===== src/rtl/tempo_selector_pkg.sv =====
// Shared definitions for the tempo selector: channel count, FSM states and the BPM table.
package tempo_selector_pkg;

    localparam int unsigned NUM_TEMPOS = 6;
    localparam int unsigned IDX_W      = 3;
    localparam int unsigned CNT_W      = 16;

    typedef enum logic [1:0] {
        ACCUM   = 2'd0,
        COMPARE = 2'd1,
        PUBLISH = 2'd2
    } state_t;

    function automatic logic [7:0] bpm_of(input logic [IDX_W-1:0] idx);
        logic [7:0] bpm;
        unique case (idx)
            3'd0:    bpm = 8'd60;
            3'd1:    bpm = 8'd90;
            3'd2:    bpm = 8'd120;
            3'd3:    bpm = 8'd180;
            3'd4:    bpm = 8'd210;
            3'd5:    bpm = 8'd240;
            default: bpm = 8'd0;
        endcase
        return bpm;
    endfunction

endpackage


===== src/rtl/energy_acc.sv =====
// Per-channel energy accumulator: sums |sample| with saturation and hands the
// window total to a snapshot register when the window closes.
module energy_acc #(
    parameter int unsigned ACC_W = 24
) (
    input  logic              clk,
    input  logic              reset,
    input  logic              sample_en,
    input  logic              window_end,
    input  logic signed [7:0] sample,
    output logic [ACC_W-1:0]  snap
);

    logic [7:0]       mag;
    logic [ACC_W:0]   sum;
    logic [ACC_W-1:0] sat_sum;
    logic [ACC_W-1:0] acc_q;
    logic [ACC_W-1:0] snap_q;

    // Two's complement negate keeps -128 as 8'h80, i.e. magnitude 128.
    always_comb begin
        mag     = sample[7] ? (~$unsigned(sample) + 8'd1) : $unsigned(sample);
        sum     = {1'b0, acc_q} + {{(ACC_W - 7){1'b0}}, mag};
        sat_sum = sum[ACC_W] ? {ACC_W{1'b1}} : sum[ACC_W-1:0];
    end

    always_ff @(posedge clk or posedge reset) begin
        if (reset) begin
            acc_q  <= '0;
            snap_q <= '0;
        end else if (sample_en) begin
            if (window_end) begin
                snap_q <= sat_sum;
                acc_q  <= '0;
            end else begin
                acc_q  <= sat_sum;
            end
        end
    end

    assign snap = snap_q;

endmodule


===== src/rtl/tempo_selector.sv =====
// Tempo selector: accumulates comb-filter energy per window, then scans the
// snapshot bank for the strongest channel and publishes its BPM.
module tempo_selector
    import tempo_selector_pkg::*;
#(
    parameter int unsigned WINDOW_LEN = 4096,
    parameter int unsigned ACC_W      = 24
) (
    input  logic              clk,
    input  logic              reset,
    input  logic              ready,
    input  logic signed [7:0] comb60,
    input  logic signed [7:0] comb90,
    input  logic signed [7:0] comb120,
    input  logic signed [7:0] comb180,
    input  logic signed [7:0] comb210,
    input  logic signed [7:0] comb240,
    output logic [7:0]        tempo_bpm,
    output logic [2:0]        tempo_idx,
    output logic              tempo_valid,
    output logic              no_beat,
    output logic              busy
);

    logic signed [7:0] comb [NUM_TEMPOS];
    logic [ACC_W-1:0]  snap [NUM_TEMPOS];

    assign comb[0] = comb60;
    assign comb[1] = comb90;
    assign comb[2] = comb120;
    assign comb[3] = comb180;
    assign comb[4] = comb210;
    assign comb[5] = comb240;

    logic [CNT_W-1:0] cnt_q;
    logic             window_end;

    assign window_end = ready && (cnt_q == CNT_W'(WINDOW_LEN - 1));

    always_ff @(posedge clk or posedge reset) begin
        if (reset) begin
            cnt_q <= '0;
        end else if (ready) begin
            cnt_q <= window_end ? '0 : cnt_q + 1'b1;
        end
    end

    for (genvar i = 0; i < NUM_TEMPOS; i++) begin : g_ch
        energy_acc #(
            .ACC_W (ACC_W)
        ) u_acc (
            .clk        (clk),
            .reset      (reset),
            .sample_en  (ready),
            .window_end (window_end),
            .sample     (comb[i]),
            .snap       (snap[i])
        );
    end

    state_t           state_q, state_d;
    logic [IDX_W-1:0] cmp_cnt_q;
    logic [ACC_W-1:0] max_q;
    logic [IDX_W-1:0] max_idx_q;
    logic [ACC_W-1:0] cur_snap;

    assign cur_snap = snap[cmp_cnt_q];

    always_ff @(posedge clk or posedge reset) begin
        if (reset) begin
            state_q <= ACCUM;
        end else begin
            state_q <= state_d;
        end
    end

    always_comb begin
        state_d = state_q;
        unique case (state_q)
            ACCUM:   if (window_end) state_d = COMPARE;
            COMPARE: if (cmp_cnt_q == IDX_W'(NUM_TEMPOS - 1)) state_d = PUBLISH;
            PUBLISH: state_d = ACCUM;
            default: state_d = ACCUM;
        endcase
    end

    // Strictly-greater update so ties keep the lowest channel index.
    always_ff @(posedge clk or posedge reset) begin
        if (reset) begin
            cmp_cnt_q <= '0;
            max_q     <= '0;
            max_idx_q <= '0;
        end else if (state_q == ACCUM && window_end) begin
            cmp_cnt_q <= '0;
            max_q     <= '0;
            max_idx_q <= '0;
        end else if (state_q == COMPARE) begin
            cmp_cnt_q <= cmp_cnt_q + 1'b1;
            if (cur_snap > max_q) begin
                max_q     <= cur_snap;
                max_idx_q <= cmp_cnt_q;
            end
        end
    end

    always_ff @(posedge clk or posedge reset) begin
        if (reset) begin
            tempo_bpm   <= '0;
            tempo_idx   <= '0;
            tempo_valid <= 1'b0;
            no_beat     <= 1'b1;
        end else begin
            tempo_valid <= 1'b0;
            if (state_q == PUBLISH) begin
                tempo_valid <= 1'b1;
                if (max_q == '0) begin
                    no_beat <= 1'b1;
                end else begin
                    no_beat   <= 1'b0;
                    tempo_idx <= max_idx_q;
                    tempo_bpm <= bpm_of(max_idx_q);
                end
            end
        end
    end

    assign busy = (state_q != ACCUM);

endmodule


===== config.mk =====
export PLATFORM = sky130hd
export DESIGN_NAME = tempo_selector
export DESIGN_NICKNAME = d
export VERILOG_FILES = /design/src/rtl/tempo_selector_pkg.sv /design/src/rtl/energy_acc.sv /design/src/rtl/tempo_selector.sv
export SDC_FILE = /design/constraint.sdc
export NUM_CORES = 1
export LEC_CHECK = 0
export CORE_MARGIN = 2
export CORE_UTILIZATION = 58
export CTS_BUF_LIST = sky130_fd_sc_hd__clkbuf_8
export CTS_CLUSTER_SIZE = 30
export DETAILED_ROUTE_END_ITERATION = 8
export GPL_TIMING_DRIVEN = 1
export PLACE_DENSITY = 0.79
export SYNTH_ARGS = -nofsm -noshare
export SYNTH_HDL_FRONTEND = slang
export SYNTH_HIERARCHICAL = 1
export SYNTH_SLANG_ARGS = --single-unit

===== constraint.sdc =====
create_clock -name clk -period 3.34 [get_ports clk]
set_input_delay 0.668 -clock clk [delete_from_list [all_inputs] [get_ports clk]]
set_output_delay 0.668 -clock clk [all_outputs]
set_load 0.02 [all_outputs]

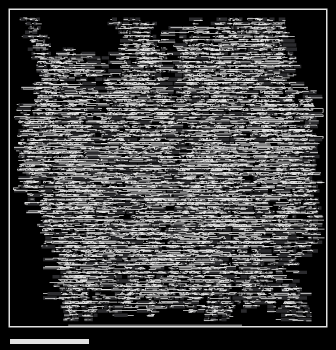
Fig. 1. Metal 1.
Scale bar: 50 um. Cells faint in the background.
longest straight run	110 um
main direction	horizontal

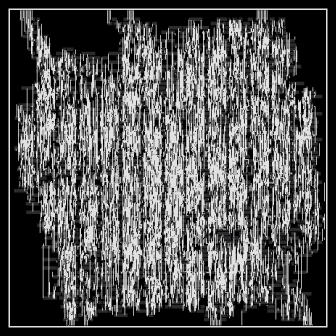
Fig. 2. Signal wires on met2.
Cells faint in the background.
main direction	vertical
nets with wire on the layer	2408
longest straight run	51.5 um
share of all routed wire	49%
wire length on this layer	31.0 mm

==> metrics.cfg <==
[global_route]
grt_overflow=0
antenna_found_initial=0
grt_max_degree=117
grt_pass1_vias=19600
grtUsageTotal_pct=30.6
grt_pass1_wl_um=101000

[finish]
layout.cells.non_filler=3145
area_delta_synth_final_pct=18.8
lay_top_count=dfrtp_1
lay_top_cells=dfrtp_1 (346), buf_4 (254), nand2_1 (242), a21oi_1 (180), o21ai_0 (161)
nFillCells=2748
nNetsFinal=2732
diodes=0
drive_gt1_share_pct=23.4

[drt]
drcViolationCount=0
first_iter_violations=1766
vias_per_cell=6.31
first_pass_iters=9
drt_wl_total_um=63400
wl_per_cell_um=20.1
dr_total_vias=19800
drtAntennaViolNets=0

[yosys]
yosys-stat-cells=2336
edf_count=0
synth-seq-cells=348
top_area_cell=dfrtp_1
topCellsByArea=dfrtp_1 (39%), ha_1 (4.5%), a21oi_1 (4.1%)
synth_adder_area_share_pct=5.07
syn_avg_cell_area_um2=9.57
syn_nets=2474
async_reset_ff_share_pct=100
synth_cell_types=90
yosysSeqAreaShare_pct=38.9
top_cell_area_share_pct=38.8
muxShareOfSynthArea_pct=6.00
ys_area_mm2=0.0224
ys_sh_aoi_pct=21.1
synth-xor-area-share_pct=4.11
ys_top_logic_family=AND-OR/OR-AND gates
synthFlopType=dfrtp_1
synthSimpleGateAreaFrac_pct=19.6
syn_inst=2336
syn_area_mm2=0.0224
ys.warnings.count=6

[floorplan]
initial_core_util_pct=59.1
num_io_pins=65
row_count=71
core_area_mm2=0.0378
die_area_mm2=0.0401
fp.dieW_um=200
die_h_um=200

[sta]
finalCriticalPeriod_ns=3.37
hold_violations=0
rsz0062_at_grt=true
finalClockPeriodUsage_pct=101
max_freq_ghz=0.297
slew_viol_final=0
fin_skew_ns=0.0357
finalWorstSetupSlack_ns=-0.0251
slew_headroom_pct=40.7
setup_viol=19
fin_tns_setup_ns=-0.212
tightest_slew_ns=0.887

[placed_design]
dp.cells=3032
numPortBuffers=63
hpwl_um=45000
globalplace.congestion=0.943

[pwr]
ir_drop_mv=0.293
swShare_pct=36.6
p_int_mw=9.59
p_per_area_mw_per_mm2=569
pwr-share-clk_pct=25.9
combPwrFrac_pct=38.8
p_leak_nw=11.9
power_frac_seq_pct=35.3
p_sw_mw=5.53

[setup_path]
startpoint=cmp_cnt_q[0]
cp_max_fo=27
reg2reg_from=cmp_cnt_q[0]
crit_path_start_kind=register
worstSetupPathType=register to register
cp-end-kind=register
r2r_end=max_q[22]
critPathArrivalTime_ns=3.89
rr_worst_depth=12
cp.required_ns=3.86
endpoint=max_q[22]
reg2reg_slack_ns=-0.03

[cts]
tritoncts=built
clkLatencyLatePin_ns=0.65
cts_max_level=2
cts_made_buffers=58
clkSlewWorstSetupHoldPaths_ns=0.07
cts_root_buf=clkbuf_8
hold_buffers=0
clk_path_buf_depth=3
cts.sinks=348

[worst_hold_path]
hold_path_class=input pin to register

[flow_run]
tool_warnings=33
maxCapViolations=0

[status]
status=finished, violations left
violations=setup timing

[worst min-delay path by stage]
stage | cells past startpoint | from | slack [ns] | end
4_1_cts | 3 | ready | 0.40 | cnt_q[4]
3_3_place_gp | 1 | cnt_q[8] | 0.45 | cnt_q[8]
5_1_grt | 3 | ready | 0.42 | cnt_q[4]
3_5_place_dp | 1 | cnt_q[8] | 0.46 | cnt_q[8]
6_report | 3 | ready | 0.43 | cnt_q[4]
2_1_floorplan | 1 | cnt_q[8] | 0.44 | cnt_q[8]
[per-layer routing]
layer	global-route usage, %	vias to the layer above	wire [um]
met1	38.4	9756	25100
met4	14.2	0	2840
met3	5.45	181	4440
met5	0	-	0
li1	-	9063	-
met2	51.5	833	31000
[cell type report]
type / count / area [um^2] / area share, %
Timing Repair Buffer: 336 / 2880 / 10.9
Tap cell: 511 / 639 / 2.41
Multi-Input combinational cell: 1747 / 12800 / 48.1
Sequential cell: 348 / 8710 / 32.8
Inverter: 103 / 387 / 1.46
Clock buffer: 74 / 1020 / 3.83
Clock inverter: 26 / 164 / 0.617
[synthesized netlist by cell type, drive strengths merged, types with 43 or more instances]
cell and n:
a21oi 192, a31oi 74, buf 68, clkbuf 70, dfrtp 347, ha 81, inv 102, nand2 242
nand2b 43, nor2 160, nor3 70, o21ai 180, o2bb2ai 58, o31ai 43, xnor2 89
[sequential cells by signal, indices dropped and copies added, names as in the netlist]
signal,flops
state_q,2
cnt_q,16
g_ch.u_acc/snap,144
max_q,24
max_idx_q,3
cmp_cnt_q,3
tempo_idx,3
no_beat,1
tempo_valid,1
g_ch.u_acc/acc_q,144
tempo_bpm,7
[power groups by stage]
stage | Sequential (mW) | Clock, mW | Combinational [mW]
CTS | 5.32 | 3.97 | 5.77
finish | 5.34 | 3.92 | 5.86
floorplan | 5.10 | 0 | 3.71
global route | 5.41 | 4.16 | 6.39
global placement | 5.36 | 0 | 5.51
detailed placement | 5.38 | 0 | 5.73
[critical path, cell delays in order, from the launching register on]
cell       delay, ns
dfrtp_2         0.49
buf_4           0.16
buf_12          0.20
mux2i_2         0.33
o2bb2ai_1       0.17
ha_1            0.33
a21oi_1         0.15
nor2_1          0.08
a211oi_1        0.34
o211ai_1        0.18
o21ai_4         0.23
buf_6           0.19
mux2_4          0.32
[timing repair]
action,CTS,global route
setup buffers,0,12
cloned,1,1
pin swaps,1,13
endpoints found under the setup margin,16,115
resized,2,65
[per-stage QoR]
stage | setup slack [ns] | hold WS (ns) | util [%] | instance area, um^2 | total power, mW
finish | -0.0251 | 0.430 | 70.2 | 26600 | 15.1
floorplan | 0.0238 | 0.439 | - | 22400 | 8.81
global route | -0.112 | 0.422 | 70.2 | 26600 | 16.0
CTS | -0.0323 | 0.399 | 69.2 | 26200 | 15.1
global placement | -0.525 | 0.454 | 66.0 | 25000 | 10.9
detailed placement | -0.620 | 0.464 | 66.0 | 25000 | 11.1
Power and IR drop assume default switching activity.
